`config.mk`:
```
export PLATFORM = sky130hd
export DESIGN_NAME = pipe_core_param
export DESIGN_NICKNAME = d
export VERILOG_FILES = /design/src/rtl/pipe_core_param.sv
export SDC_FILE = /design/constraint.sdc
export NUM_CORES = 1
export LEC_CHECK = 0
export CAP_MARGIN = 10
export CORE_MARGIN = 1
export CORE_UTILIZATION = 45
export DETAILED_ROUTE_END_ITERATION = 12
export PLACE_DENSITY_LB_ADDON = 0.15
export SETUP_SLACK_MARGIN = 0.4
export SLEW_MARGIN = 15
export SYNTH_ARGS = -nofsm -noshare
export SYNTH_HDL_FRONTEND = slang
export SYNTH_SLANG_ARGS = --single-unit
```
`constraint.sdc`:
```
create_clock -name clk -period 4.1 [get_ports clk]
set_clock_uncertainty 0.2 [all_clocks]
set_input_delay 0.82 -clock clk [delete_from_list [all_inputs] [get_ports clk]]
set_output_delay 0.82 -clock clk [all_outputs]
set_load 0.01 [all_outputs]
```
`src/rtl/pipe_core_param.sv`:
```
// Parametrised four-stage IF/ID/EX/WB core with register ADD, WB->EX forwarding,
// a write-through register file, a fetch valid handshake and a retired-instruction counter.
module pipe_core_param #(
  parameter int DATA_W   = 8,
  parameter int RA_W     = 3,
  parameter int PC_W     = 8,
  parameter int RESET_PC = 0,
  parameter int CNT_W    = 32,
  localparam int INSTR_W = 2 + 2 * RA_W
) (
  input  logic               clk,
  input  logic               rst,
  output logic [PC_W-1:0]    imem_addr,
  input  logic [INSTR_W-1:0] imem_instr,
  input  logic               imem_valid,
  output logic               wb_valid,
  output logic [RA_W-1:0]    wb_rd,
  output logic [DATA_W-1:0]  wb_data,
  output logic [CNT_W-1:0]   instret
);

  localparam logic [1:0] OP_ADDI = 2'b00;
  localparam logic [1:0] OP_LI   = 2'b01;
  localparam logic [1:0] OP_ADD  = 2'b10;
  localparam logic [1:0] OP_JMP  = 2'b11;

  logic [PC_W-1:0]    pc;
  logic               ifid_valid;
  logic [INSTR_W-1:0] ifid_instr;
  logic [PC_W-1:0]    ifid_pc;

  logic [DATA_W-1:0]  regs [2**RA_W];

  logic [1:0]                id_op;
  logic [RA_W-1:0]           id_rd;
  logic [RA_W-1:0]           id_src;
  logic signed [RA_W-1:0]    id_src_s;
  logic signed [2*RA_W-1:0]  id_off;
  logic [PC_W-1:0]           id_target;
  logic                      id_jump;
  logic [DATA_W-1:0]         id_imm;
  logic [DATA_W-1:0]         id_a;
  logic [DATA_W-1:0]         id_b;

  logic               idex_valid;
  logic [1:0]         idex_op;
  logic [RA_W-1:0]    idex_rd;
  logic [RA_W-1:0]    idex_src;
  logic [DATA_W-1:0]  idex_imm;
  logic [DATA_W-1:0]  idex_a;
  logic [DATA_W-1:0]  idex_b;

  logic [DATA_W-1:0]  ex_a;
  logic [DATA_W-1:0]  ex_b;
  logic [DATA_W-1:0]  ex_result;

  logic               exwb_valid;
  logic               exwb_we;

  assign imem_addr = pc;

  // Decode fields {op, rd, src}; the JMP offset is the whole {rd, src} field.
  assign id_op     = ifid_instr[INSTR_W-1 -: 2];
  assign id_rd     = ifid_instr[2*RA_W-1 -: RA_W];
  assign id_src    = ifid_instr[RA_W-1:0];
  assign id_src_s  = ifid_instr[RA_W-1:0];
  assign id_off    = ifid_instr[2*RA_W-1:0];
  assign id_target = ifid_pc + PC_W'(id_off);
  assign id_jump   = ifid_valid && (id_op == OP_JMP);
  assign id_imm    = (id_op == OP_LI) ? DATA_W'(id_src_s) : DATA_W'(id_src);

  // Write-through read: a write retiring this cycle is visible to ID.
  assign id_a = (wb_valid && wb_rd == id_rd)  ? wb_data : regs[id_rd];
  assign id_b = (wb_valid && wb_rd == id_src) ? wb_data : regs[id_src];

  always_ff @(posedge clk) begin
    if (rst) begin
      pc         <= PC_W'(RESET_PC);
      ifid_valid <= 1'b0;
    end else if (id_jump) begin
      // The word fetched behind a taken JMP is discarded regardless of imem_valid.
      pc         <= id_target;
      ifid_valid <= 1'b0;
    end else if (imem_valid) begin
      pc         <= pc + PC_W'(1);
      ifid_valid <= 1'b1;
    end else begin
      ifid_valid <= 1'b0;
    end
  end

  // NOTE: payload registers carry no reset; the valid bit alone decides whether they act.
  always_ff @(posedge clk) begin
    if (imem_valid && !id_jump) begin
      ifid_instr <= imem_instr;
      ifid_pc    <= pc;
    end
  end

  always_ff @(posedge clk) begin
    if (rst) idex_valid <= 1'b0;
    else     idex_valid <= ifid_valid;
  end

  always_ff @(posedge clk) begin
    idex_op  <= id_op;
    idex_rd  <= id_rd;
    idex_src <= id_src;
    idex_imm <= id_imm;
    idex_a   <= id_a;
    idex_b   <= id_b;
  end

  always_comb begin
    ex_a      = (wb_valid && wb_rd == idex_rd)  ? wb_data : idex_a;
    ex_b      = (wb_valid && wb_rd == idex_src) ? wb_data : idex_b;
    ex_result = idex_imm;
    case (idex_op)
      OP_ADDI: ex_result = ex_a + idex_imm;
      OP_ADD:  ex_result = ex_a + ex_b;
      default: ;
    endcase
  end

  always_ff @(posedge clk) begin
    if (rst) begin
      exwb_valid <= 1'b0;
      exwb_we    <= 1'b0;
      wb_rd      <= '0;
      wb_data    <= '0;
      instret    <= '0;
    end else begin
      exwb_valid <= idex_valid;
      exwb_we    <= (idex_op != OP_JMP);
      wb_rd      <= idex_rd;
      wb_data    <= ex_result;
      if (exwb_valid) instret <= instret + CNT_W'(1);
    end
  end

  assign wb_valid = exwb_valid && exwb_we;

  // NOTE: the register file is architectural state and is cleared on reset, unlike pipeline payload.
  always_ff @(posedge clk) begin
    if (rst) begin
      for (int i = 0; i < 2**RA_W; i++) regs[i] <= '0;
    end else if (wb_valid) begin
      regs[wb_rd] <= wb_data;
    end
  end

endmodule

```
### Gate families picked out

The bar under the picture is 50 um long.
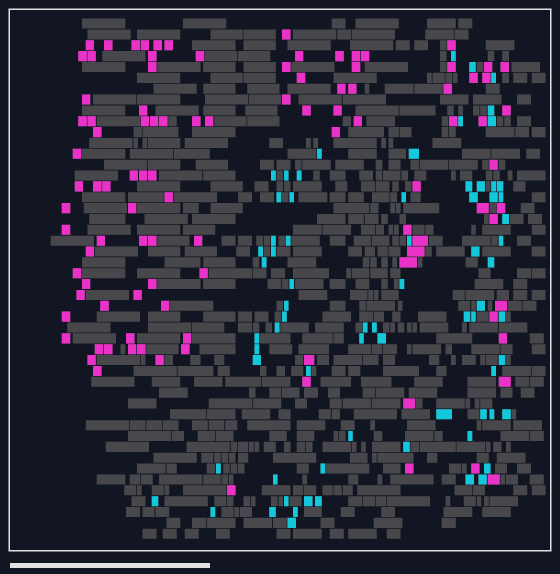
family	colour	cells	most used
and/or cells	magenta	102	and2_1
nand cells	cyan	71	nand2_1

### Cell area per tile

14 x 14 tiles, from black (low) to pale yellow (high), 0 to 100% covered.
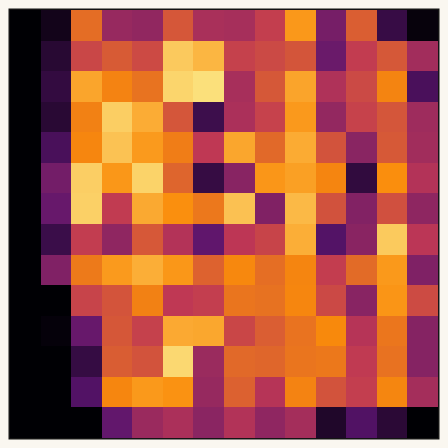
nearly empty tiles	11%
emptiest ninth of the die	bottom left
tiles over 75% full	19%
mean over tiles	50%

==> notes.md <==
Results of the full flow below.

Status:
- The run finished with clean final reports.

Global route:
- The run gives the number of global-route vias before repair as 5,209.

Placed design:
- The run puts the placed cell area at 8780 um^2.

CTS:
- The run puts the H-tree depth at 4.
- TritonCTS built the clock tree.
- After clock tree synthesis, the setup repair step added 0 buffers.

Critical path:
- STA classifies the critical path endpoint as a flip-flop.
- The largest individual stage delay along the critical path comes from the cell sky130_fd_sc_hd__dfxtp_1.
- Measured in cells, the most critical reg-to-reg path has a length of 12.

Finish:
- The run gives the final-layout fill cell count as 1,457.
- For this run, the script counts the antenna cells in the layout as 0.
- Among logic cells in the layout, the one with the most instances is sky130_fd_sc_hd__dfxtp_1.
- In the layout the commonest cells are sky130_fd_sc_hd__dfxtp_1, sky130_fd_sc_hd__edfxtp_1, sky130_fd_sc_hd__and2_1.

Pwr:
- In this run the power density over the cells is 412 nW/um^2.
- The run puts the static leakage at 3.41 nW.

Timing:
- The run puts the fraction of the cycle the final worst path needs at 83.9%.
- Timing would allow up to 0.291 GHz.
- The run puts the max-slew violation total from the final report at 0.
- The run gives the minimum setup slack in the final design as 661 ps.

Drt:
- The run gives the number of design-rule violations left by the first detailed-router iteration as 312.

Synthesis:
- The synthesized netlist contains 53 unique library cells.
- The run puts the number of enable flip-flop cells at 80.
- The synthesized netlist occupies a cell area of 8000 um^2.
- The run puts the count of yosys warnings during synthesis at 0.
- The run gives the post-synthesis async set-or-reset flop share as 0%.
- The run gives the portion of the post-synthesis area used by sequential elements as 51.6%.
- Counting every net in the synthesized netlist gives 719.
- The run gives the synthesized area divided by synthesized cell count as 11.6 um^2.
- After synthesis the netlist holds a flip-flop and latch count of 166.

Min path:
- The most critical min-delay path falls under flip-flop to flip-flop.

Die:
- The run puts the core utilization at floorplan at 46.1%.

Run:
- The run puts the reported max-cap violation count at 0.
- OpenROAD emitted warnings numbering 26.
### M3 wires

The bar under the picture is 50 um long.
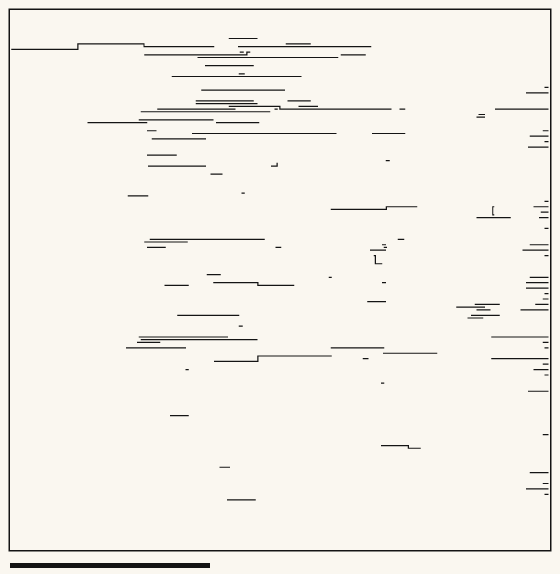
main direction	horizontal
share of all routed wire	5.4%
longest straight run	35.9 um
nets with wire on the layer	83

-- synth_stat cells (2+ instances only) --
cell type / instances / area share, %
sky130_fd_sc_hd__a211oi_1: 8 / 0.75
sky130_fd_sc_hd__a21o_1: 2 / 0.19
sky130_fd_sc_hd__a21oi_1: 27 / 1.7
sky130_fd_sc_hd__and2_1: 64 / 5.0
sky130_fd_sc_hd__and3_1: 8 / 0.63
sky130_fd_sc_hd__and4_1: 4 / 0.44
sky130_fd_sc_hd__and4bb_1: 2 / 0.31
sky130_fd_sc_hd__buf_1: 5 / 0.23
sky130_fd_sc_hd__buf_2: 3 / 0.19
sky130_fd_sc_hd__buf_6: 2 / 0.28
sky130_fd_sc_hd__clkbuf_1: 26 / 1.2
sky130_fd_sc_hd__dfxtp_1: 86 / 22
sky130_fd_sc_hd__edfxtp_1: 80 / 30
sky130_fd_sc_hd__fa_1: 2 / 0.50
sky130_fd_sc_hd__ha_1: 16 / 2.5
sky130_fd_sc_hd__inv_1: 15 / 0.70
sky130_fd_sc_hd__mux2_2: 12 / 1.7
sky130_fd_sc_hd__mux2i_1: 26 / 3.3
sky130_fd_sc_hd__mux4_2: 32 / 9.0
sky130_fd_sc_hd__nand2_1: 41 / 1.9
sky130_fd_sc_hd__nand2b_1: 2 / 0.16
sky130_fd_sc_hd__nand3_1: 15 / 0.94
sky130_fd_sc_hd__nand4_1: 11 / 0.86
sky130_fd_sc_hd__nor2_1: 50 / 2.3
sky130_fd_sc_hd__nor2b_1: 11 / 0.86
sky130_fd_sc_hd__nor3_1: 5 / 0.31
sky130_fd_sc_hd__nor3b_1: 3 / 0.28
sky130_fd_sc_hd__nor4_1: 3 / 0.23
sky130_fd_sc_hd__nor4_4: 2 / 0.53
sky130_fd_sc_hd__o21ai_0: 40 / 2.5
sky130_fd_sc_hd__o21ai_1: 2 / 0.13
sky130_fd_sc_hd__o31a_1: 3 / 0.33
sky130_fd_sc_hd__or2_2: 8 / 0.63
sky130_fd_sc_hd__or3_1: 13 / 1.0
sky130_fd_sc_hd__xnor2_1: 12 / 1.3
sky130_fd_sc_hd__xor2_1: 31 / 3.4
sky130_fd_sc_hd__xor2_2: 2 / 0.41
-- final cells by class --
class                      instances  share of cell area, %
clock inverter                    14                   1.18
sequential                       166                   44.1
timing repair buffer              67                   6.98
inverter                          16                  0.642
clock buffer                      18                   4.81
multi-input combinational        471                   39.3
tap                              225                   3.01
-- path summary, 6_finish.rpt --
kind / startpoint / to / slack (ps)
setup reg to reg: exwb_valid / wb_data[7] / 660
hold reg to reg: ifid_instr[6] / idex_op[0] / 230
hold / removal: ifid_instr[6] / idex_op[0] / 230
setup / recovery: exwb_valid / wb_data[7] / 660
-- layer usage --
layer	GRT usage (%)	vias up	routed length [um]
met1	27.7	2628	8190
met2	32.8	162	8210
li1	-	2575	-
met5	0	-	0
met3	4.64	30	952
met4	7.80	0	376
-- where the power goes --
part           total [mW]  internal, mW  switching [mW]
Combinational       0.398         0.211           0.187
Clock                1.51         0.824           0.684
Sequential           1.95          1.82           0.131
Total                3.86          2.86            1.00
-- repair_timing --
action,CTS,global route
gates resized,0,3
hold buffers,0,0
hold endpoints to repair,0,0
endpoints found under the setup margin,0,3
Power and IR drop assume default switching activity.
